File: config.mk
export PLATFORM = sky130hd
export DESIGN_NAME = sqrt_controller
export DESIGN_NICKNAME = d
export VERILOG_FILES = /design/src/rtl/sqrt_controller.sv
export SDC_FILE = /design/constraint.sdc
export NUM_CORES = 1
export LEC_CHECK = 0
export CAP_MARGIN = 20
export CORE_MARGIN = 2
export CORE_UTILIZATION = 35
export DETAILED_ROUTE_END_ITERATION = 16
export GPL_ROUTABILITY_DRIVEN = 0
export PLACE_DENSITY = 0.62
export RECOVER_POWER = 100
export SLEW_MARGIN = 15
export SYNTH_ARGS = -nofsm -noshare
export SYNTH_HDL_FRONTEND = slang
export SYNTH_SLANG_ARGS = --single-unit
File: constraint.sdc
create_clock -name clk -period 2.1 [get_ports clk]
set_input_delay 0.63 -clock clk [delete_from_list [all_inputs] [get_ports clk]]
set_output_delay 0.63 -clock clk [all_outputs]
set_load 0.005 [all_outputs]
File: src/rtl/sqrt_controller.sv
// sqrt_controller: sequences the register file and FP ALU through Newton's
// iteration root = (x + n/x)/2. It runs as a fixed eight-step micro-program
// and reports done, error (iteration cap reached) and the iteration count.
module sqrt_controller #(
  parameter int ADDR_WIDTH = 3,
  parameter int MAX_ITER   = 16,
  parameter int ITER_WIDTH = 8
) (
  input  logic                  clk,
  input  logic                  rst_n,
  input  logic                  start_i,
  input  logic                  alu_done_i,
  input  logic                  lt_i,
  output logic                  we_o,
  output logic [ADDR_WIDTH-1:0] addr_wr_o,
  output logic [ADDR_WIDTH-1:0] addr_rda_o,
  output logic [ADDR_WIDTH-1:0] addr_rdb_o,
  output logic [2:0]            alu_op_o,
  output logic                  alu_start_o,
  output logic                  sel_ext_o,
  output logic                  busy_o,
  output logic                  done_o,
  output logic                  err_o,
  output logic [ITER_WIDTH-1:0] iter_o
);

  typedef enum logic [2:0] {
    IDLE  = 3'd0,
    LOAD  = 3'd1,
    READ  = 3'd2,
    EXEC  = 3'd3,
    WRITE = 3'd4,
    DONE  = 3'd5
  } state_t;

  typedef enum logic [2:0] {
    S0 = 3'd0, S1 = 3'd1, S2 = 3'd2, S3 = 3'd3,
    S4 = 3'd4, S5 = 3'd5, S6 = 3'd6, S7 = 3'd7
  } step_t;

  localparam logic [2:0] OP_ADD    = 3'd0;
  localparam logic [2:0] OP_SUB    = 3'd1;
  localparam logic [2:0] OP_DIV    = 3'd3;
  localparam logic [2:0] OP_CMPABS = 3'd4;

  localparam logic [ADDR_WIDTH-1:0] R0 = ADDR_WIDTH'(0);
  localparam logic [ADDR_WIDTH-1:0] R1 = ADDR_WIDTH'(1);
  localparam logic [ADDR_WIDTH-1:0] R2 = ADDR_WIDTH'(2);
  localparam logic [ADDR_WIDTH-1:0] R3 = ADDR_WIDTH'(3);
  localparam logic [ADDR_WIDTH-1:0] R4 = ADDR_WIDTH'(4);
  localparam logic [ADDR_WIDTH-1:0] R5 = ADDR_WIDTH'(5);
  localparam logic [ADDR_WIDTH-1:0] R6 = ADDR_WIDTH'(6);
  localparam logic [ADDR_WIDTH-1:0] R7 = ADDR_WIDTH'(7);

  localparam logic [ITER_WIDTH-1:0] ITER_CAP = ITER_WIDTH'(MAX_ITER);

  state_t                state, state_next;
  step_t                 step, step_next;
  logic                  first_exec, first_exec_next;
  logic [ITER_WIDTH-1:0] iter, iter_next;
  logic                  err, err_next;

  logic [ADDR_WIDTH-1:0] step_dst, step_src_a, step_src_b;
  logic [2:0]            step_op;
  logic [ITER_WIDTH-1:0] iter_inc;

  assign iter_inc = iter + ITER_WIDTH'(1);
  assign iter_o   = iter;
  assign err_o    = err;

  // Micro-program ROM: destination, operands and opcode of the current step.
  always_comb begin
    step_dst   = R0;
    step_src_a = R0;
    step_src_b = R0;
    step_op    = OP_ADD;
    case (step)
      S0: begin step_dst = R2; step_src_a = R1; step_src_b = R0; step_op = OP_ADD;    end
      S1: begin step_dst = R4; step_src_a = R1; step_src_b = R2; step_op = OP_DIV;    end
      S2: begin step_dst = R4; step_src_a = R2; step_src_b = R4; step_op = OP_ADD;    end
      S3: begin step_dst = R3; step_src_a = R4; step_src_b = R5; step_op = OP_DIV;    end
      S4: begin step_dst = R4; step_src_a = R2; step_src_b = R3; step_op = OP_SUB;    end
      S5: begin step_dst = R0; step_src_a = R4; step_src_b = R6; step_op = OP_CMPABS; end
      S6: begin step_dst = R7; step_src_a = R3; step_src_b = R0; step_op = OP_ADD;    end
      S7: begin step_dst = R2; step_src_a = R3; step_src_b = R0; step_op = OP_ADD;    end
      default: ;
    endcase
  end

  // State, step, iteration counter and error flag; reset aborts at once.
  always_ff @(posedge clk or negedge rst_n) begin
    if (!rst_n) begin
      state      <= IDLE;
      step       <= S0;
      first_exec <= 1'b0;
      iter       <= '0;
      err        <= 1'b0;
    end else begin
      state      <= state_next;
      step       <= step_next;
      first_exec <= first_exec_next;
      iter       <= iter_next;
      err        <= err_next;
    end
  end

  // Next-state sequencing through the micro-program and S5 branch decision.
  always_comb begin
    state_next      = state;
    step_next       = step;
    first_exec_next = 1'b0;
    iter_next       = iter;
    err_next        = err;
    case (state)
      IDLE: begin
        if (start_i) begin
          state_next = LOAD;
          step_next  = S0;
          iter_next  = '0;
          err_next   = 1'b0;
        end
      end
      LOAD: begin
        state_next = READ;
        step_next  = S0;
      end
      READ: begin
        state_next      = EXEC;
        first_exec_next = 1'b1;
      end
      EXEC: begin
        if (alu_done_i) begin
          if (step == S5) begin
            state_next = READ;
            if (lt_i) begin
              step_next = S6;
            end else begin
              if (iter != ITER_CAP) iter_next = iter_inc;
              if (iter_inc == ITER_CAP || iter == ITER_CAP) begin
                err_next  = 1'b1;
                step_next = S6;
              end else begin
                step_next = S7;
              end
            end
          end else begin
            state_next = WRITE;
          end
        end
      end
      WRITE: begin
        if (step == S6) begin
          state_next = DONE;
        end else if (step == S7) begin
          state_next = READ;
          step_next  = S1;
        end else begin
          state_next = READ;
          step_next  = step_t'(step + 3'd1);
        end
      end
      DONE: begin
        state_next = IDLE;
        step_next  = S0;
      end
      default: begin
        state_next = IDLE;
        step_next  = S0;
      end
    endcase
  end

  // Output decode from state and step only, so no input reaches an output.
  always_comb begin
    we_o        = 1'b0;
    addr_wr_o   = '0;
    addr_rda_o  = '0;
    addr_rdb_o  = '0;
    alu_op_o    = 3'd0;
    alu_start_o = 1'b0;
    sel_ext_o   = 1'b0;
    busy_o      = (state != IDLE);
    done_o      = 1'b0;
    case (state)
      LOAD: begin
        we_o      = 1'b1;
        addr_wr_o = R1;
        sel_ext_o = 1'b1;
      end
      READ: begin
        addr_rda_o = step_src_a;
        addr_rdb_o = step_src_b;
        alu_op_o   = step_op;
      end
      EXEC: begin
        addr_rda_o  = step_src_a;
        addr_rdb_o  = step_src_b;
        alu_op_o    = step_op;
        alu_start_o = first_exec;
      end
      WRITE: begin
        we_o      = 1'b1;
        addr_wr_o = step_dst;
      end
      DONE: done_o = 1'b1;
      default: ;
    endcase
  end

endmodule
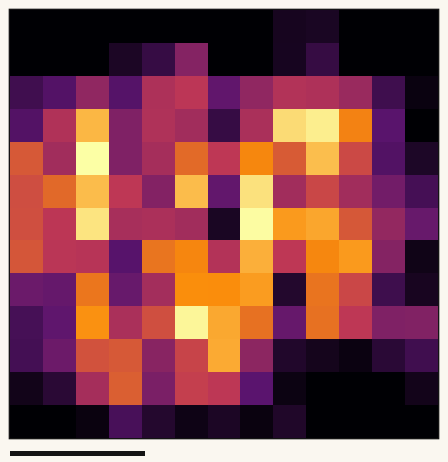
**Above:** run 1 (signal metal coverage by tile).
Scale bar: 20 µm. 13 x 13 tiles, from black (low) to pale yellow (high), scaled to the fullest tile. Values are wire area over tile area, all layers added.
28% of the tiles are over half the peak. The mean over all tiles is 0.14. The fullest tile reaches 0.39.
routed wire length: 3530 µm
via count: 1332
all-layer global routing usage: 18.6%
wire length per cell: 13.8 µm

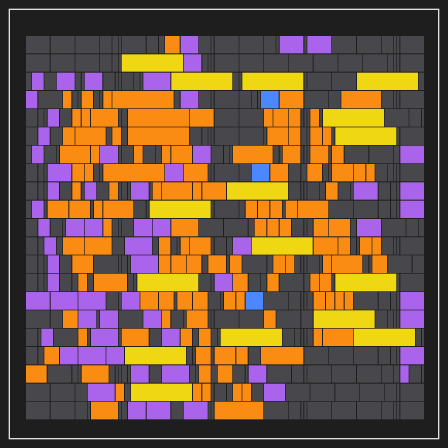
**Above:** run 1 (placement by cell class).
Fill, decap, tap and diode cells in gray.
remaining logic cells: in orange, cells 127, share of their area 50%. remaining buffers and delay cells: in purple, cells 63, share of their area 27%. registers: in yellow, cells 16, share of their area 22%. clock-net drivers: in blue, cells 3, share of their area 1.2%.
Core ar.: 3390 µm²
sequential cell area share: 21.0%
final core occ: 56.3%

==> results_dict.tcl, run 1 <==
# metrics dict for downstream scripts
set metrics [dict create \
    antenna_found_initial 0 \
    die_width_um 63.6 \
    io_pins 31 \
    skew_ns 0.000645 \
    setup_slack_ns -0.00618 \
    powerDensity_nw_per_um2 1150 \
    ys_async_sr_fraction_pct 100 \
    avgViaCountPerCell 5.22 \
    final-comb-area_um2 883 \
    crit_type "flip-flop to output pin" \
    nNetsFinal 223 \
    netlist_instances 148 \
    syn_to_final_growth_pct 53.2 \
    syn_area_um2 1240 \
    rsz0062_at_grt "true" \
    cts_root_buffer "clkbuf_4" \
    violations "negative setup slack" \
    worstHoldPathType "flip-flop to flip-flop" \
    whs_ns 0.538 \
    fill_cells 319 \
    lay_top_count "buf_4" \
    yosysWarningCount 0 \
    ys_seq_share_pct 32.2 \
    required_ns 1.47 \
    dpl_worst_slack_ns -0.146 \
    avgSynthCellArea_um2 8.41 \
    worstPathCellList "buf_6 -> or3b_4 -> o21ai_2 -> buf_2" \
    adder_share_pct 7.04 \
    gr-total-overflow 0 \
    drive_gt1_share_pct 38.3 \
    fp-utilization_pct 36.7 \
    syn-num-nets 160 \
    portBuffers 30 \
    grt_pass1_wl_um 6090 \
    crit_family "flip-flops" \
    finalSetupViolations 1 \
    cp-start-kind "flip-flop" \
    clock-sinks 16 \
    r2r_slack_ns 0.17 \
    cpPeakStageDelay_ns 0.44 \
    ys_sh_xor_pct 1.41 \
    ys_cells 148 \
    ys_chip_area_um2 1240 \
    finalClockPeriodUsage_pct 100 \
    status "complete, but fails checks" \
    path_max_fanout 3 \
    drt_iter0_markers 80 \
]
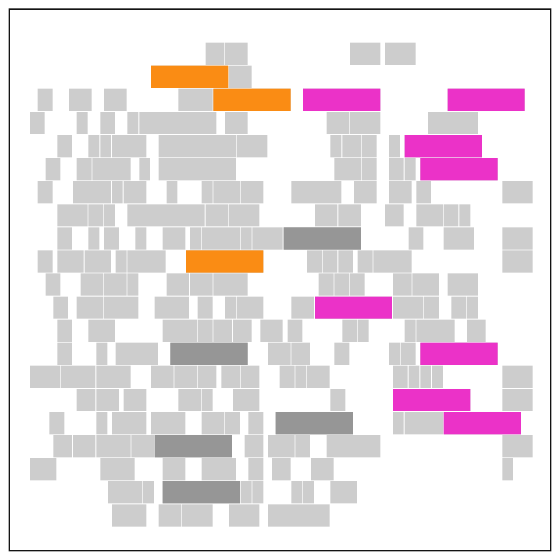
**Above:** run 1 (sequential cells grouped by signal name).
Other sequential cells in the stronger gray, the rest of the logic in the fainter gray.
iter_o: in magenta, sequential cells 8. step: in orange, sequential cells 3.
Another 5 sequential cells are not colored.
register area: 400 µm²
Seq. pwr: 0.418 mW

==> run 1: sequential cells by signal (all words and copies together), names as in the netlist <==
signal and flops:
step 3, state 3, err_o 1, first_exec 1
iter_o 8
==> run 1: what timing repair did <==
item	CTS	global route
setup endpoints to repair	17	14
gates resized	83	20
setup buffers	8	0
cloned	0	0
hold buffers	0	0
pin swaps	2	7
==> run 1: metrics by stage <==
| stage | TNS, ns | cell area [µm²] | instances | utilization (%) | power [mW] |
|---|---|---|---|---|---|
| floorplan | 0 | 1240 | 148 | - | 1.13 |
| global placement | -0.589 | 1760 | 244 | 51.9 | 1.75 |
| detailed placement | -0.830 | 1760 | 244 | 51.9 | 1.76 |
| CTS | -0.0194 | 1900 | 255 | 56.0 | 2.13 |
| global route | -0.167 | 1910 | 255 | 56.3 | 2.36 |
| finish | -0.00618 | 1910 | 255 | 56.3 | 2.18 |
==> run 1: power by group <==
| group | internal [mW] | switching (mW) | total (mW) |
|---|---|---|---|
| Sequential | 0.369 | 0.0493 | 0.418 |
| Clock | 0.0670 | 0.104 | 0.171 |
| Combinational | 0.818 | 0.777 | 1.59 |
| Total | 1.25 | 0.930 | 2.18 |
==> run 1: cells by family (layout without fill, tap and decap cells) <==
family	count (synthesis)	in the layout
buf+inv	14	75
mux	3	3
fa+ha+maj	7	7
flops	16	16
xor+xnor	2	2
simple gates	62	62
compound gates	44	44
==> run 1: synth_stat cells (all sizes together), types with 3 or more instances <==
master / number / area, µm²
nand2: 18 / 67.6
a21oi: 16 / 95.1
dfrtp: 16 / 400
nor2: 15 / 58.8
o21ai: 15 / 86.3
inv: 9 / 33.8
ha: 7 / 87.6
nand3: 7 / 47.6
buf: 3 / 23.8
nor2b: 3 / 18.8
o31ai: 3 / 22.5
or3: 3 / 23.8
==> run 1: worst register-to-register path: stages, from the launching register on <==
cell     delay [ns]
dfrtp_1        0.43
buf_4          0.17
buf_6          0.13
or3_1          0.36
o21ai_0        0.14
a21oi_1        0.10
o21ai_2        0.16
mux2_1         0.33
==> run 1: area by class of cell <==
cell class                 count  area share (%)
multi-input combinational    118            46.3
timing repair buffer          63            26.6
sequential                    16            21.0
tap                           46            3.02
inverter                       9            1.90
clock buffer                   3            1.18
==> run 1: worst paths after layout <==
check / start / depth (start not counted) / end
worst max register to register: state[1] / 7 / step[2]
worst min register to register: err_o / 2 / err_o
min in group asynchronous: rst_n / 2 / iter_o[1]
worst min-delay path: err_o / 2 / err_o
worst max-delay path: state[2] / 4 / addr_wr_o[0]
max in group asynchronous: rst_n / 2 / state[0]
==> run 1: metal layers <==
metal / vias up / global-route usage [%] / routed length [µm]
met1: 638 / 23.1 / 1530
met5: - / 0 / 0
met4: 0 / 6.52 / 50
met3: 5 / 2.14 / 159
met2: 38 / 33.2 / 1800
li1: 651 / - / -
--- run 2 (diff from run 1) ---
Settings changed: CORE_UTILIZATION 35 to 49, PLACE_DENSITY 0.62 to 0.82.
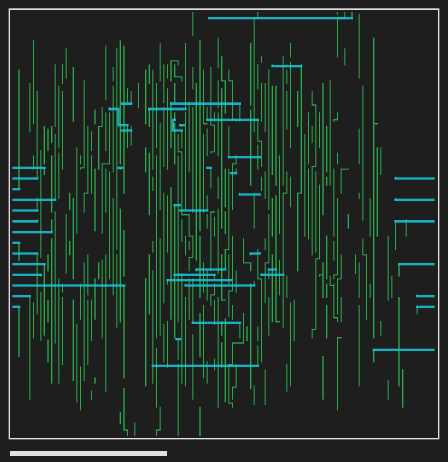
**Above:** run 2 (metal layers overlaid).
Scale bar: 20 µm. Two of the layers only.
M2: in green, wire length 2040 µm. M3: in cyan, wire length 195 µm.
via count: 1391
routed wire length: 3760 µm
all-layer global routing usage: 26.9%
wire length per cell: 15.5 µm

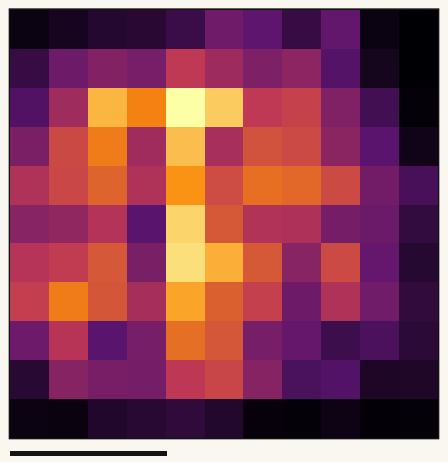
**Above:** run 2 (signal metal coverage by tile).
Scale bar: 20 µm. 11 x 11 tiles, from black (low) to pale yellow (high), scaled to the fullest tile. Values are wire area over tile area, all layers added.
The emptiest ninth of the die: bottom right. The fullest tile reaches 0.56. 5.8% of the tiles are nearly empty. 30% of the tiles are over half the peak. The mean over all tiles is 0.20. The densest ninth of the die: middle.

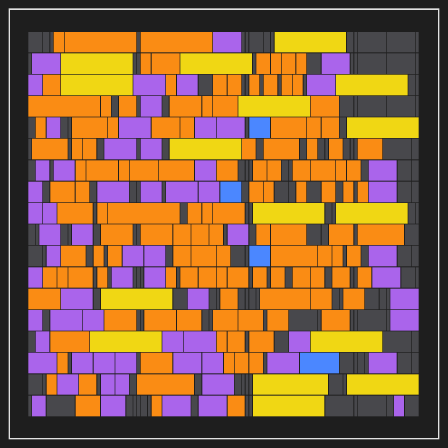
**Above:** run 2 (placement by cell class).
Fill, decap, tap and diode cells in gray.
remaining logic cells: in orange, cells 127, share of their area 49%. registers: in yellow, cells 16, share of their area 21%. clock drivers and dummy loads: in blue, cells 4, share of their area 1.9%. remaining buffers and delay cells: in purple, cells 65, share of their area 28%.
Core ar.: 2430 µm²
final instance area: 1950 µm²
sequential cell area share: 20.6%
final core occ: 80.2%
row count: 18

==> run 2 against run 1 <==
  * The run still ends with negative setup slack left
  * Non-clock buffer count is 2 higher
  * Critical endpoint unchanged
  * Count of clock-buffer cells in the layout is 1 higher
  * Clock power is 24% higher
  * Power is 5.0% higher
  * Maximum frequency hardly changed
  * Worst hold slack better by 0.0052 ns
  * Die size is 27% lower
  * Critical path depth is 2 higher
  * First-iteration DRC count is 31% lower
  * Largest cell class unchanged
  * Area after synthesis stayed put
  * Global-route usage is 8.3 points higher
==> results_dict.tcl, run 2 <==
# metrics dict for downstream scripts
set metrics [dict create \
    worstHoldPathType "flip-flop to flip-flop" \
    violations "negative setup slack" \
    portBuffers 30 \
    syn_area_um2 1240 \
    dpl_worst_slack_ns -0.158 \
    fill_cells 163 \
    adder_share_pct 7.04 \
    grt_pass1_wl_um 5790 \
    synth_dominant_cell_count "nand2_1" \
    crit_type "flip-flop to output pin" \
    crit_family "flip-flops" \
    cpPeakStageDelay_ns 0.44 \
    cts_root_buffer "clkbuf_4" \
    setup_slack_ns -0.00620 \
    finalSetupViolations 1 \
    area_leaders "dfrtp_1 32%, ha_1 7.0%, a21oi_1 5.6%, nand2_1 5.4%, nor2_1 4.2%" \
    die_width_um 54.4 \
    syn-num-nets 160 \
    clock-sinks 16 \
    powerDensity_nw_per_um2 1170 \
    netlist_instances 148 \
    yosysWarningCount 0 \
    syn_to_final_growth_pct 56.8 \
    nNetsFinal 225 \
    cp.depth 6 \
    r2r_cells 7 \
    status "complete, but fails checks" \
    common_cells "18 x nand2_1, 16 x dfrtp_1, 14 x a21oi_1, 14 x nor2_1, 9 x inv_1" \
    top_area_cell "dfrtp_1" \
    holdBufCountCts 0 \
    worstPathCellList "buf_6 -> ha_4 -> nand2_2 -> a21boi_2 -> o21ai_2 -> buf_2" \
    ys_async_sr_fraction_pct 100 \
    min_path_cells 1 \
    ys_seq_share_pct 32.2 \
    ys_cells 148 \
]
-- run 2: path summary, 6_finish.rpt --
| path | startpoint | endpoint | slack [ns] |
|---|---|---|---|
| max reg2reg | state[1] | step[2] | 0.22 |
| max | step[0] | addr_wr_o[0] | -0.006 |
| min in group asynchronous | rst_n | iter_o[5] | 0.98 |
| min reg2reg | iter_o[7] | iter_o[7] | 0.54 |
| max in group asynchronous | rst_n | state[2] | 0.49 |
| min | iter_o[7] | iter_o[7] | 0.54 |
-- run 2: final cells by class --
cell class	count	area [µm²]	area share, %
clock buffer	4	36.3	1.86
multi-input combinational	118	912	46.7
inverter	9	33.8	1.73
sequential	16	402	20.6
tap	30	37.5	1.92
timing repair buffer	65	531	27.2
-- run 2: logic make-up (layout without fill, tap and decap cells) --
family | Yosys count | after routing
flip-flops | 16 | 16
adder cells (fa/ha/maj) | 7 | 7
AND-OR/OR-AND | 44 | 44
AND/OR/NAND/NOR | 62 | 62
buffers and inverters | 14 | 78
multiplexers | 3 | 3
XOR/XNOR | 2 | 2
-- run 2: worst reg2reg max path, cell delays in order, from the launching register on --
cell	delay [ns]
dfrtp_1	0.44
buf_6	0.15
buf_6	0.13
or3_1	0.38
o21ai_2	0.10
a21oi_1	0.07
o21ai_2	0.16
mux2_1	0.34
-- run 2: timing repair --
action / 4_1_cts / 5_1_grt
setup buffers: 7 / 4
gates resized: 71 / 29
endpoints found under the setup margin: 17 / 15
pin swaps: 3 / 8
-- run 2: per-stage QoR --
step / power (mW) / hold WS [ns] / cells / area [µm²] / util, %
after floorplan: 1.13 / 0.334 / 148 / 1240 / -
after detailed placement: 1.74 / 0.529 / 228 / 1740 / 71.5
after global routing: 2.44 / 0.579 / 242 / 1950 / 80.2
final: 2.29 / 0.543 / 242 / 1950 / 80.2
after global placement: 1.69 / 0.509 / 228 / 1740 / 71.5
after CTS: 2.14 / 0.553 / 239 / 1900 / 78.2
-- run 2: where the power goes --
part           switching, mW  internal, mW  leakage [nW]
registers             0.0702         0.370         0.213
logic                  0.822         0.818         0.665
clock network          0.106         0.106        0.0210
total                  0.999          1.29         0.898
-- run 2: metal layers --
metal / GRT usage, % / wire (µm) / vias up
met2: 50.2 / 2040 / 61
met3: 4.10 / 194 / 14
met1: 30.6 / 1450 / 659
li1: - / - / 657
met5: 0 / 0 / -
met4: 9.58 / 79 / 0
No activity file was given, so power comes from the tool's default toggle rates.
